Design tpu_ctrl, sky130hd; sources not shown.
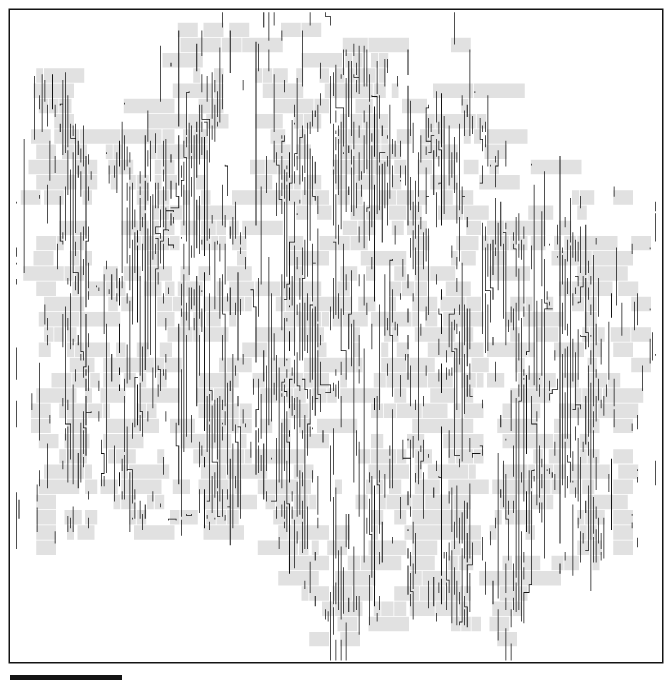
met2.png
The bar under the picture is 20 µm long.
wire length on this layer: 6380 µm
main direction: vertical
longest straight run: 69.0 µm
nets with wire on the layer: 602
total routed wirelength: 13.60 mm
GRT met2 Usage: 0.3678

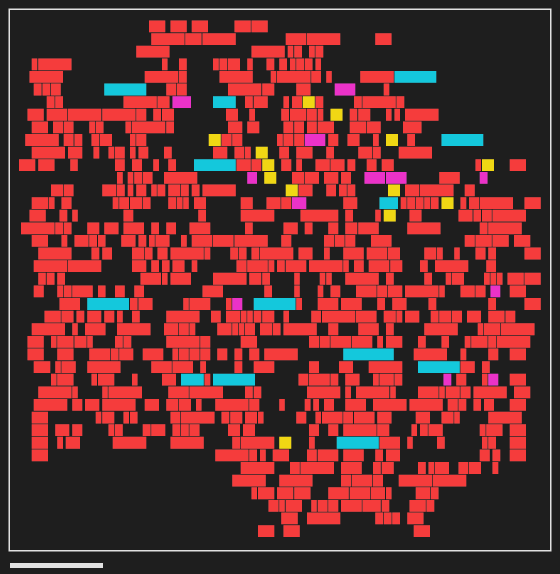
drive_strength.png
The bar under the picture is 20 µm long.
| color | size | cells |
|---|---|---|
| red | drive 1 or less | 631 |
| magenta | drive 2 | 12 |
| yellow | drive 3 to 4 | 13 |
| cyan | drive 6 and up | 13 |
Non-CTS buffers: 57
P&R area growth vs syn: 17.60%
setup ws final: 0.7773 ns
cell area after layout: 6052 µm²

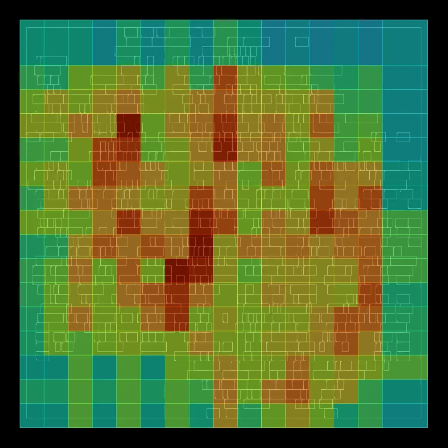
final_congestion.png
met3 Resource Use GR: 0.03892
gr usage total: 0.2150

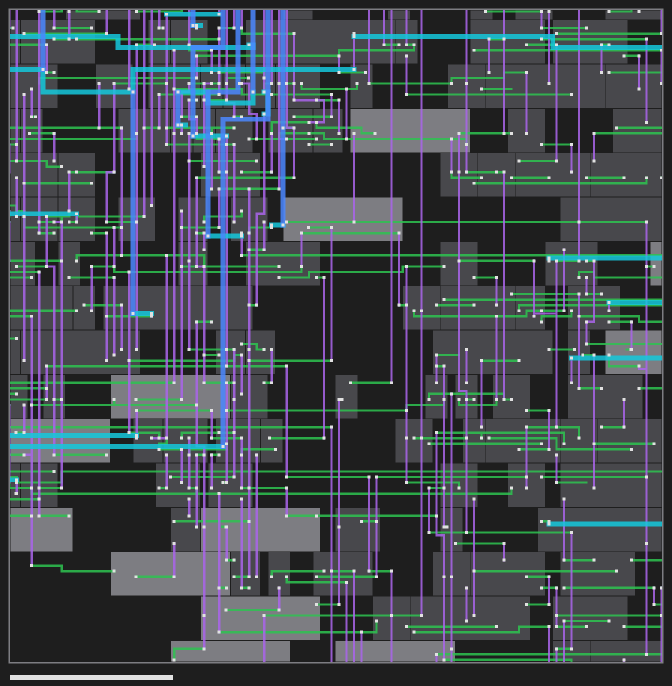
zoom.png
The bar under the picture is 10 µm long. Region (38, 15) to (78, 55) µm. Cells in gray, sequential cells in the stronger gray; small squares are vias.
| color | layer |
|---|---|
| blue | met4 |
| cyan | met3 |
| purple | met2 |
| green | met1 |
cells with their middle in the window: 98
sequential cells in the window: 8
most frequent: and2_1 (15), ha_1 (15), dfxtp_1 (8)

==> impl_metrics.py <==
# Metrics from the implementation run
metrics = {
    "detailed_routing": {
        "routed-wl-met3_um": 632,
        "route.met2.wl_mm": 6.374,
        "routedWlPerCell_um": 16.17,
    },
    "placement": {
        "port_buffers": 45,
        "dpl.cell_count": 824,
    },
    "run_status": {
        "outcome": "complete, no violations",
    },
    "cells_and_area": {
        "seq_share": 0.2183,
        "seq_area_um2": 1321,
        "layout.nets": 739,
        "drive_gt1_frac": 0.05680,
    },
    "floorplan": {
        "die_y_um": 116.4,
    },
    "synthesis": {
        "ys_chip_area_um2": 5146,
        "avgSynthCellArea_um2": 8.104,
        "postSynthCellCount": 635,
        "top_cells_by_count": "dfxtp_1 (66), nand2_1 (51), ha_1 (47), a21oi_1 (46), nor2_1 (40)",
        "synthArstFlopShare": 0,
        "ys.flops": 66,
    },
    "worst_hold_path": {
        "whs_path_depth": 2,
    },
    "cts": {
        "tritoncts": "done",
        "insertion_delay_ns": 0.35,
    },
    "sta": {
        "drv_slew": 0,
        "fin_crit_sh": 0.8127,
        "finalSetupViolations": 0,
    },
    "grt": {
        "antenna_found_initial": 0,
    },
    "pwr": {
        "seqPwrFrac": 0.280,
        "leakagePower_nw": 2.548,
    },
    "critical_path": {
        "critPathArrivalTime_ns": 3.64,
    },
}
Power and IR drop assume default switching activity.
